--- config.mk ---
export PLATFORM = sky130hd
export DESIGN_NAME = fib_tp_ctrl
export DESIGN_NICKNAME = d
export VERILOG_FILES = /design/src/rtl/fib_tp_ctrl.sv
export SDC_FILE = /design/constraint.sdc
export NUM_CORES = 1
export LEC_CHECK = 0
export CAP_MARGIN = 5
export CORE_ASPECT_RATIO = 0.8
export CORE_MARGIN = 4
export CORE_UTILIZATION = 54
export CTS_CLUSTER_SIZE = 12
export DETAILED_ROUTE_END_ITERATION = 10
export PLACE_DENSITY = 0.84
export SLEW_MARGIN = 10
export SYNTH_ARGS = -nofsm -noshare
export SYNTH_HDL_FRONTEND = slang
export SYNTH_SLANG_ARGS = --single-unit
--- constraint.sdc ---
create_clock -name clk -period 11.1 [get_ports clk]
set_input_delay 1.11 -clock clk [delete_from_list [all_inputs] [get_ports clk]]
set_output_delay 1.11 -clock clk [all_outputs]
set_load 0.02 [all_outputs]
--- src/rtl/fib_tp_ctrl.sv ---
// Controller for an asynchronous two-phase dual-rail Fibonacci datapath: synchronizes the rails,
// decodes each completed token into a binary term, and acknowledges it. Optional watchdog: FIB_TP_CTRL_WDOG_EN.
module fib_tp_ctrl #(
  parameter int WIDTH   = 32,
  parameter int CNT_W   = 16,
  parameter int SETTLE  = 4,
  parameter int TIMEOUT = 1024
) (
  input  logic                  clk,
  input  logic                  rst,
  input  logic                  start,
  input  logic [CNT_W-1:0]      n_terms,
  output logic                  busy,
  output logic                  done,
  output logic                  err,
  output logic                  fib_rst,
  output logic                  fib_ack,
  input  logic [WIDTH-1:0][1:0] fib_out,
  output logic [WIDTH-1:0]      term,
  output logic [CNT_W-1:0]      term_idx,
  output logic                  term_valid,
  input  logic                  term_ready
);

  typedef enum logic [2:0] {
    S_IDLE,
    S_SETTLE,
    S_WAIT,
    S_HOLD,
    S_ACK,
    S_DONE
  } state_t;

  localparam int SET_W = (SETTLE > 1) ? $clog2(SETTLE + 1) : 1;
  localparam logic [SET_W-1:0] SETTLE_LAST = SET_W'(SETTLE - 1);

  state_t                  state_q, state_d;
  logic [WIDTH-1:0][1:0]   sync1, sync2, sync3;
  logic [WIDTH-1:0][1:0]   prev_rails;
  logic [WIDTH-1:0]        new_term;
  logic [SET_W-1:0]        settle_cnt;
  logic [CNT_W-1:0]        n_q;
  logic                    phase;
  logic                    zero_done_q;
  logic                    tok_complete;
  logic                    wd_expire;

  // A token is complete once every bit has flipped its rail parity away from the
  // current phase and the synchronized rails have held still for a cycle.
  always_comb begin
    // NOTE: every always_comb output gets a default first so no path can infer a latch.
    tok_complete = (sync2 == sync3);
    new_term     = '0;
    for (int i = 0; i < WIDTH; i++) begin
      if ((sync2[i][1] ^ sync2[i][0]) == phase) tok_complete = 1'b0;
      new_term[i] = sync2[i][1] ^ prev_rails[i][1];
    end
  end

  always_comb begin
    state_d = state_q;
    case (state_q)
      S_IDLE:   if (start && (n_terms != '0)) state_d = S_SETTLE;
      S_SETTLE: if (settle_cnt == SETTLE_LAST) state_d = S_WAIT;
      S_WAIT: begin
        if (tok_complete)   state_d = S_HOLD;
        else if (wd_expire) state_d = S_IDLE;
      end
      S_HOLD:   if (term_ready) state_d = S_ACK;
      S_ACK:    state_d = (term_idx == n_q) ? S_DONE : S_WAIT;
      S_DONE:   state_d = S_IDLE;
      default:  state_d = S_IDLE;
    endcase
  end

  always_ff @(posedge clk or posedge rst) begin
    // NOTE: sequential state uses non-blocking assignments so every flop samples pre-edge values.
    if (rst) state_q <= S_IDLE;
    else     state_q <= state_d;
  end

  always_ff @(posedge clk or posedge rst) begin
    if (rst) begin
      // NOTE: the synchronizer flops are reset too, so stale rails cannot masquerade as a token after reset.
      sync1       <= '0;
      sync2       <= '0;
      sync3       <= '0;
      prev_rails  <= '0;
      phase       <= 1'b0;
      fib_ack     <= 1'b0;
      term        <= '0;
      term_idx    <= '0;
      n_q         <= '0;
      settle_cnt  <= '0;
      zero_done_q <= 1'b0;
    end else begin
      sync1       <= fib_out;
      sync2       <= sync1;
      sync3       <= sync2;
      zero_done_q <= 1'b0;
      case (state_q)
        S_IDLE: begin
          phase      <= 1'b0;
          fib_ack    <= 1'b0;
          prev_rails <= '0;
          settle_cnt <= '0;
          if (start) begin
            n_q         <= n_terms;
            term_idx    <= '0;
            zero_done_q <= (n_terms == '0);
          end
        end
        S_SETTLE: settle_cnt <= settle_cnt + 1'b1;
        S_WAIT: begin
          if (tok_complete) begin
            term       <= new_term;
            prev_rails <= sync2;
          end
        end
        S_HOLD: begin
          if (term_ready) begin
            fib_ack  <= ~fib_ack;
            phase    <= ~phase;
            term_idx <= term_idx + 1'b1;
          end
        end
        default: ;
      endcase
    end
  end

`ifdef FIB_TP_CTRL_WDOG_EN
  localparam int WD_W = $clog2(TIMEOUT + 1);
  localparam logic [WD_W-1:0] WD_LAST = WD_W'(TIMEOUT - 1);

  logic [WD_W-1:0] wd_cnt;
  logic            err_q;

  // Held at zero outside WAIT, so it restarts from zero on every WAIT entry.
  always_ff @(posedge clk or posedge rst) begin
    if (rst) begin
      wd_cnt <= '0;
      err_q  <= 1'b0;
    end else begin
      if (state_q == S_WAIT) wd_cnt <= wd_cnt + 1'b1;
      else                   wd_cnt <= '0;
      if ((state_q == S_IDLE) && start) err_q <= 1'b0;
      else if (wd_expire)               err_q <= 1'b1;
    end
  end

  assign wd_expire = (state_q == S_WAIT) && !tok_complete && (wd_cnt == WD_LAST);
  assign err       = err_q;
`else
  assign wd_expire = 1'b0;
  assign err       = 1'b0;
`endif

  assign busy       = (state_q != S_IDLE);
  assign fib_rst    = (state_q == S_IDLE) || (state_q == S_DONE);
  assign term_valid = (state_q == S_HOLD);
  assign done       = (state_q == S_DONE) || zero_done_q;

endmodule

Run 1, sizing map:
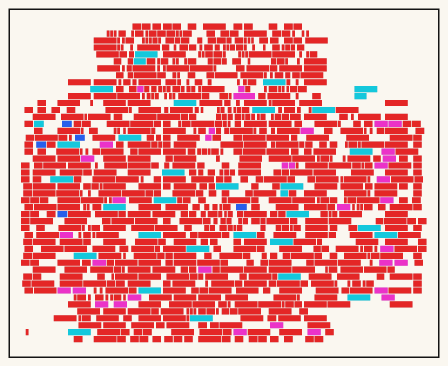
legend:
  drive 2:
    colour: blue
    cells: 5
    share: 0.52%
  drive 1 or less:
    colour: red
    cells: 891
    share: 92%
  drive 6 and up:
    colour: cyan
    cells: 33
    share: 3.4%
  drive 3 to 4:
    colour: magenta
    cells: 35
    share: 3.6%

Run 1, nets reached from selected ports:
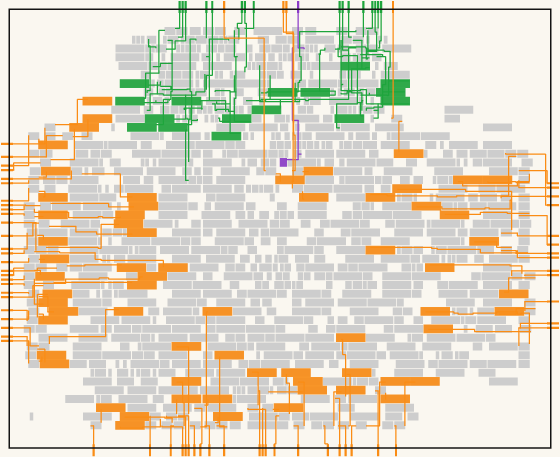
legend:
  `term_idx`:
    colour: green
    bits: 16
    direction: output
    edge: top
    end_cells: 16
    buffers: 16
    wire: 959 um
  `fib_out`:
    colour: orange
    bits: 64
    direction: input
    edge: 26 left, 21 bottom, 13 right, 4 top
    end_cells: 64
    buffers: 64
    wire: 2010 um
  `term_valid`:
    colour: purple
    bits: 1
    direction: output
    edge: top
    end_cells: 1
    buffers: 1
    wire: 55.3 um
number of buffer cells added on primary ports: 136
Top Ports: 138

==> ci_impl_report.md, run 1 <==
## Implementation flow summary

| Metric | Value |
|---|---|
| Result of the run | complete, no violations |
| Crit Path Class | input port to asynchronous set/reset pin |
| Final antenna-violating net count | 0 |
| OpenROAD warnings | 28 |
| Routed wire length per instance | 18.30 um |
| Number of tap instances | around 260 |
| Dominant Register Cell | sky130_fd_sc_hd__dfrtp_1 |
| Post-detail-place hpwl | roughly 15000 um |
| Count of buffers not belonging to the clock network in the layout | 142 |
| Largest net degree at the start of global routing | 132 |
| Delay of the slowest cell on the worst path | 930 ps |
| Number of H-tree levels | 1 |
| Worst reg2reg startpoint | sync2[5]$_DFF_PP0_ |
| Comb power frac | a little over an eighth |
| Total area of sequential cells | 7432 um2 |
| Sequential logic power | ~1.2 mW |
| Worst hold start | sync1[3]$_DFF_PP0_ |
| Maximum frequency from static timing analysis | 275.0 MHz |
| Arrival time at the worst endpoint | about 4100 ps |
| # rows | around 46 |
| Uppermost signal routing layer after detailed routing | met4 |
| Clock tree from TritonCTS | yes |
| Routability cong. | 0.9122 |
| Clk tree area frac | 5.973% |
| Sequential share of the synthesized area | 67.50% |
| Full die area | 22750 um2 |
| Area of the mapped netlist | 11010 um2 |
| Cell count after placement | about 1200 |
| Clock-pin slew of the registers on the worst-case setup and hold paths | about 60 ps |
| Final sum of negative setup slack | 0 ps |
| Final WL | between 20000 and 25000 um |
| Number of antenna violations at the first check in global routing | 0 |
| Category of the worst setup path capture point | asynchronous set/reset pin |
| Ys async rst share | 100.0% |
| Final min period | between 3000 and 4000 ps |
| Global-route usage over all layers | between 10% and 20% |
| Slew at the pin with the worst max-slew slack | 1006 ps |
| Adder share | less than 1% |
| Rel. slew slack | approximately 33% |
| Top post-synthesis cells by area | sky130_fd_sc_hd__dfrtp_1, sky130_fd_sc_hd__xor2_1, sky130_fd_sc_hd__xnor2_1 |
| Clk network pwr share | a little over a third |
| Final Max-Slew Violation Tally | 0 |
| Floorplan die height | ~140 um |
| Most common cell on crit path | sky130_fd_sc_hd__buf_4 |
| Layout Cells excl Fill | about 1200 |
| End point of the critical path | prev_rails[17]$_DFFE_PP0P_ |
| Synthesized-area fraction occupied by ao, oa, aoi and oai cells | 2.091% |
| Sequential fraction of design power | 51.1% |
| List of cells traversed by the critical path | clkdlybuf4s50_1 > inv_8 > buf_4 > buf_4 |
| Crit path buf inv count | 4 |
| Hold-critical path endpoint | sync2[3]$_DFF_PP0_ |
| Worst setup path startpoint | rst |
| Worst reg2reg setup slack | 8410 ps |
| Count of cells along the worst register-to-register path | 7 |
| Design Power | 2.420 mW |
| Proportion of total power due to net switching | 26.42% |
| Detailed-routed wire length on met2 | 10060 um |
| Clk Tree Root Cell | sky130_fd_sc_hd__clkbuf_16 |
| Type of origin of the critical path | input port |
| Post-route core utilization | between 60% and 70% |
| Worst slack at placement | just under 7000 ps |
| Final setup viols | 0 |
| Post-synth tally of flip-flops with integrated enable | 0 |
| Final routed DRC violation total | 0 |
| Number of nets at the end of the flow | around 1000 |
| Post-cts hold buffer count | 0 |
| FP Util | 55.29% |
| Synthesized-area fraction occupied by and/or/nand/nor cells | 8.080% |
| CP required | between 10000 and 15000 ps |
| Dominant kind of cell | sequential cells |
| Leakage | 6.492 nW |
| Met1 capacity usage during global routing | 29.77% |
| Multi-input combinational gate total | ~440 |
| Fraction of the cycle the final worst path needs | 32.76% |
| Cell area reported after detailed placement | 12650 um2 |
Run 1, cells coloured by class:
Bar = 50 um.
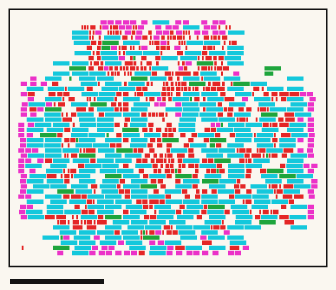
legend:
  flip-flops:
    colour: cyan
    cells: 297
    share_of_their_area: 57%
  other buffers and delay cells:
    colour: magenta
    cells: 142
    share_of_their_area: 11%
  clock drivers and dummy loads:
    colour: green
    cells: 43
    share_of_their_area: 6.1%
  all other logic:
    colour: red
    cells: 482
    share_of_their_area: 27%

Run 1, routing congestion:
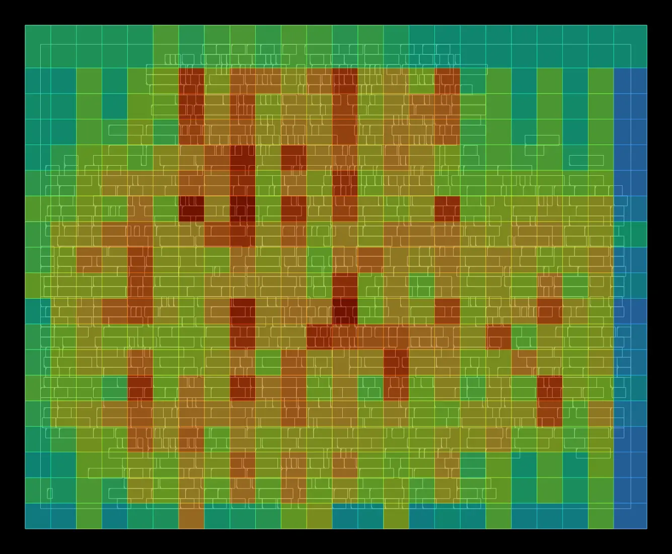

==> inputs of run 2 (changes only) <==
Clock period 11.1 ns to 3.4 ns, I/O delays scaled along.
Run 2, routing congestion:
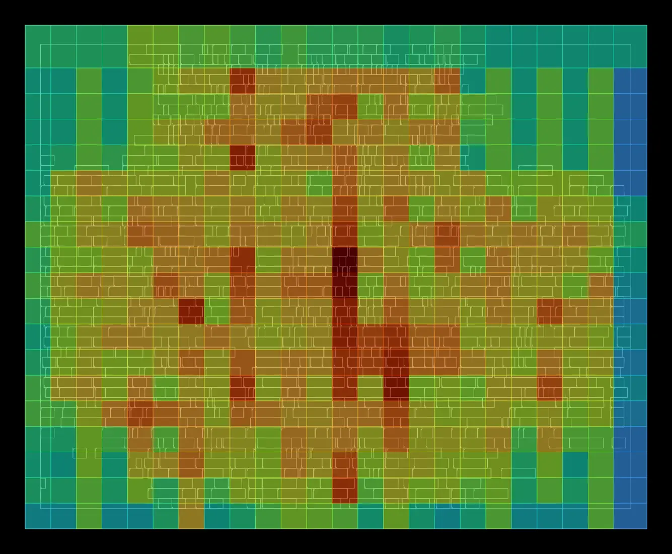
global routing usage on met2: 31.39%
routed wire length per instance: 18.72 um
Most Crowded Layer GR: met2
met1 capacity usage during global routing: 31.25%
post-route core utilization: 67.96%

==> run 2 against run 1 <==
Non-clock buffer count rose by 4. Via count up 1.7%. Sequential power rose to 3.3 times the previous value. Largest cell class unchanged. Largest power group unchanged. Final area grew 0.63%. Count of clock-buffer cells in the layout shrank 7. Clock power rose to 3.3 times the previous value. Highest routed layer unchanged. Global-route usage rose by 0.53 points. Die area unchanged. Setup slack worse by 6700 ps. Power increased to 3.3 times the previous value.
==> ci_impl_report.md, run 2 <==
## Implementation flow summary

| Metric | Value |
|---|---|
| Result of the run | complete, no violations |
| Comb power frac | 13.4% (about the same) |
| Final WL | 22970 um (+2.2%) |
| Uppermost signal routing layer after detailed routing | met4 |
| # rows | 46 (unchanged) |
| Crit Path Class | flip-flop to flip-flop |
| Post-synth tally of flip-flops with integrated enable | 0 (unchanged) |
| Type of origin of the critical path | flip-flop |
| Total area of sequential cells | 7432 um2 (unchanged) |
| Number of gates given a new drive strength after cts | 0 |
| Synthesized-area fraction occupied by ao, oa, aoi and oai cells | 2.091% (unchanged) |
| Arrival time at the worst endpoint | 3060 ps (-1070 ps) |
| Count of buffers not belonging to the clock network in the layout | 146 (+2.8%) |
| Global-route usage over all layers | 20.53% (+0.53 points) |
| Design Power | 7.962 mW (+230%) |
| Hold-critical path endpoint | sync1[54]$_DFF_PP0_ |
| Post-cts hold buffer count | 0 (unchanged) |
| Category of the worst setup path capture point | flip-flop |
| List of cells traversed by the critical path | xor2_1 > nor4_1 > nand4_1 > a211oi_2 > nand4_1 > buf_4 > mux2_4 |
| Proportion of total power due to net switching | 26.26% (-0.16 points) |
| Number of buffers inserted during clock tree synthesis | 29 |
| Sequential logic power | 4.04 mW (+230%) |
| Floorplan die height | 135.7 um (unchanged) |
| Detailed-routed wire length on met2 | 10510 um (+4.5%) |
| Reg2Reg Capture Point | term[20]$_DFFE_PP0P_ |
| Rel. slew slack | 41.35% (+8.4 points) |
| Sequential share of the synthesized area | 67.50% (unchanged) |
| Crit path buf inv count | 1 (-3) |
| Final sum of negative setup slack | 0 ps (unchanged) |
| OpenROAD warnings | 27 (-3.6%) |
| Dominant kind of cell | sequential cells |
| Final Max-Slew Violation Tally | 0 (unchanged) |
| Number of buffer cells added on primary ports | 136 (unchanged) |
| Delay of the slowest cell on the worst path | 480 ps (-450 ps) |
| Dominant Register Cell | sky130_fd_sc_hd__dfrtp_1 |
| Top Ports | 138 (unchanged) |
| Final setup viols | 0 (unchanged) |
| Clk tree area frac | 6.000% (+0.027 points) |
| Least setup slack across all paths after layout | 756.9 ps |
| Worst reg2reg startpoint | sync2[43]$_DFF_PP0_ |
| Most common cell on crit path | sky130_fd_sc_hd__nand4_1 |
| Sequential fraction of design power | 50.8% (-0.3 points) |
| Adder share | 0.3409% (unchanged) |
| Final min period | 2643 ps |
| Worst reg2reg setup slack | 760 ps (-7650 ps) |
| Worst setup path startpoint | sync2[43]$_DFF_PP0_ |
| Slew at the pin with the worst max-slew slack | 877.3 ps (-129.1 ps) |
| Final antenna-violating net count | 0 (unchanged) |
| Cell area reported after detailed placement | 12720 um2 (+0.60%) |
| Layout Cells excl Fill | 1227 (-0.081%) |
| Multi-input combinational gate total | 444 (unchanged) |
| Die boundary width | 167.6 um |
| Fraction of the cycle the final worst path needs | 77.74% |
| Worst hold start | fib_out[54] |
| Ys async rst share | 100.0% (unchanged) |
| CP required | 3820 ps (-7780 ps) |
| Top post-synthesis cells by area | sky130_fd_sc_hd__dfrtp_1, sky130_fd_sc_hd__xor2_1, sky130_fd_sc_hd__xnor2_1 |
| Clk Tree Root Cell | sky130_fd_sc_hd__clkbuf_16 |
| Post-detail-place hpwl | 15780 um (+4.4%) |
| Final routed DRC violation total | 0 (unchanged) |
| Clock-pin slew of the registers on the worst-case setup and hold paths | 60 ps (about the same) |
| End point of the critical path | term[20]$_DFFE_PP0P_ |
| Number of antenna violations at the first check in global routing | 0 (unchanged) |
| Area of the mapped netlist | 11010 um2 (unchanged) |
| Clock tree from TritonCTS | yes |
| Full die area | 22750 um2 (unchanged) |
| Worst slack at placement | 865.9 ps (-5862 ps) |
| FP Util | 55.29% (unchanged) |
| Routability cong. | 0.9081 (-0.45%) |
| Cell count after placement | 1189 (+0.34%) |
| Clk network pwr share | 35.9% (+0.3 points) |
Run 2, cells coloured by class:
Bar = 50 um.
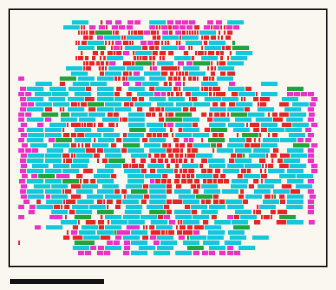

==> inputs of run 3 (changes only) <==
Clock period 3.4 ns to 2.54 ns, I/O delays scaled along.
Run 3, cells coloured by class:
Bar = 50 um.
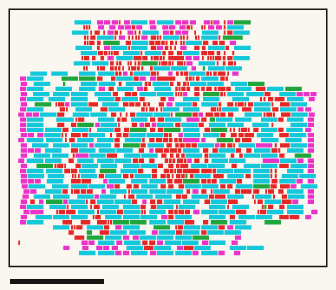
legend:
  flip-flops:
    colour: cyan
    cells: 297
    share_of_their_area: 55%
  other buffers and delay cells:
    colour: magenta
    cells: 164
    share_of_their_area: 12%
  clock drivers and dummy loads:
    colour: green
    cells: 36
    share_of_their_area: 5.9%
  all other logic:
    colour: red
    cells: 482
    share_of_their_area: 27%

==> run 3 against run 2 <==
Register-to-register slack got worse by 800 ps. Clock skew barely moved. Final area grew 2.0%. Synthesized cell count stayed put. Largest power group unchanged. Clock power rose by 33%. Core utilization grew 1.3 points. The flow now finishes with violations (negative setup slack). Hold slack lost 110 ps. Critical endpoint is now term[1]$_DFFE_PP0P_. Global-route usage rose by 0.26 points. Count of clock-buffer cells in the layout down 2.
==> ci_impl_report.md, run 3 <==
## Implementation flow summary

| Metric | Value |
|---|---|
| Result of the run | finished, violations left |
| Violations in the final reports | negative setup slack |
| Clock-pin slew of the registers on the worst-case setup and hold paths | 60 ps (about the same) |
| Final Max-Slew Violation Tally | 0 (unchanged) |
| Routed wire length per instance | 19.54 um (+4.4%) |
| # rows | 46 (unchanged) |
| Number of buffer cells added on primary ports | 136 (unchanged) |
| Area share of the largest cell type after synthesis | 67.50% |
| Comb power frac | 13.8% (+0.4 points) |
| Crit path buf inv count | 2 (+1) |
| Worst setup path startpoint | sync2[17]$_DFF_PP0_ |
| Most common cell on crit path | sky130_fd_sc_hd__nand4_1 |
| Post-synth tally of flip-flops with integrated enable | 0 (unchanged) |
| Fraction of the cycle the final worst path needs | 101.5% (+24 points) |
| Final antenna-violating net count | 0 (unchanged) |
| Category of the worst setup path capture point | flip-flop |
| Layout Cells excl Fill | 1243 (+1.3%) |
| Number of gates given a new drive strength after cts | 3 (+3) |
| Count of buffers not belonging to the clock network in the layout | 164 (+12%) |
| Final routed DRC violation total | 0 (unchanged) |
| Global-route usage over all layers | 20.78% (+0.26 points) |
| FP Util | 55.29% (unchanged) |
| Top post-synthesis cells by area | sky130_fd_sc_hd__dfrtp_1, sky130_fd_sc_hd__xor2_1, sky130_fd_sc_hd__xnor2_1 |
| Most Crowded Layer GR | met2 |
| OpenROAD warnings | 29 (+7.4%) |
| Global routing usage on met2 | 31.93% (+0.54 points) |
| Delay of the slowest cell on the worst path | 490 ps (about the same) |
| Sequential share of the synthesized area | 67.50% (unchanged) |
| Adder share | 0.3409% (unchanged) |
| Uppermost signal routing layer after detailed routing | met4 |
| Ys async rst share | 100.0% (unchanged) |
| Post-detail-place hpwl | 16000 um (+1.4%) |
| Crit Path Class | flip-flop to flip-flop |
| Clk tree area frac | 5.713% (-0.29 points) |
| Growth of design area from synthesis to finish | 25.32% |
| Cell count after placement | 1199 (+0.84%) |
| Multi-input combinational gate total | 444 (unchanged) |
| Number of antenna violations at the first check in global routing | 0 (unchanged) |
| Worst reg2reg setup slack | -40 ps (-800 ps) |
| Number of tap instances | ~260 |
| Arrival time at the worst endpoint | 2990 ps (-70 ps) |
| Design Power | 10.67 mW (+34%) |
| Clk Tree Root Cell | sky130_fd_sc_hd__clkbuf_16 |
| List of cells traversed by the critical path | xor2_1 > nor4_1 > nand4_1 > a211oi_2 > nand4_1 > buf_4 > clkbuf_16 > mux2_4 |
| Die boundary width | 167.6 um (unchanged) |
| Total area of sequential cells | 7438 um2 (about the same) |
| Type of origin of the critical path | flip-flop |
| Worst reg2reg startpoint | sync2[17]$_DFF_PP0_ |
| Final WL | 24290 um (+5.7%) |
| End point of the critical path | term[1]$_DFFE_PP0P_ |
| Worst slack at placement | -47.75 ps (-913.7 ps) |
| Synthesized-area fraction occupied by ao, oa, aoi and oai cells | 2.091% (unchanged) |
| First-pass GRT wire length | approximately 37000 um |
| Final setup viols | 15 (+15) |
| Clk network pwr share | 35.4% (-0.5 points) |
| Met1 capacity usage during global routing | 30.73% (-0.51 points) |
| Slew at the pin with the worst max-slew slack | 670.0 ps (-207.3 ps) |
| Final min period | 2579 ps (-64.21 ps) |
| Post-cts hold buffer count | 0 (unchanged) |
| Hold Path Class | input port to asynchronous set/reset pin |
| Dominant Register Cell | sky130_fd_sc_hd__dfrtp_1 |
| Full die area | 22750 um2 (unchanged) |
| Cell area reported after detailed placement | 12800 um2 (+0.59%) |
| Number of buffers inserted during clock tree synthesis | 29 (unchanged) |
| Sequential fraction of design power | 50.8% (about the same) |
| Largest net degree at the start of global routing | approximately 130 |
| Least setup slack across all paths after layout | -38.93 ps (-795.8 ps) |
| Main power-consuming group | sequential cells |
| Registers with the most flip-flops | sync1 x64, sync2 x64, sync3 x64 |
| Clock tree from TritonCTS | yes |
| Routability cong. | 0.9249 (+1.9%) |
| Reg2Reg Capture Point | term[1]$_DFFE_PP0P_ |
| Floorplan die height | 135.7 um (unchanged) |
| Dominant kind of cell | sequential cells |
| Final sum of negative setup slack | -349.2 ps (-349.2 ps) |
| Met3 wire len | 1492 um |
| Top Ports | 138 (unchanged) |
| Detailed-routed wire length on met2 | 11070 um (+5.3%) |
| Area of the mapped netlist | 11010 um2 (unchanged) |
| Post-route core utilization | 69.29% (+1.3 points) |
| CP required | 2950 ps (-870 ps) |
| Proportion of total power due to net switching | 26.62% (+0.36 points) |
| Sequential logic power | 5.42 mW (+34%) |
| Rel. slew slack | 55.33% (+14 points) |
Power figures rest on the tool's default switching activity, not on a simulated workload.
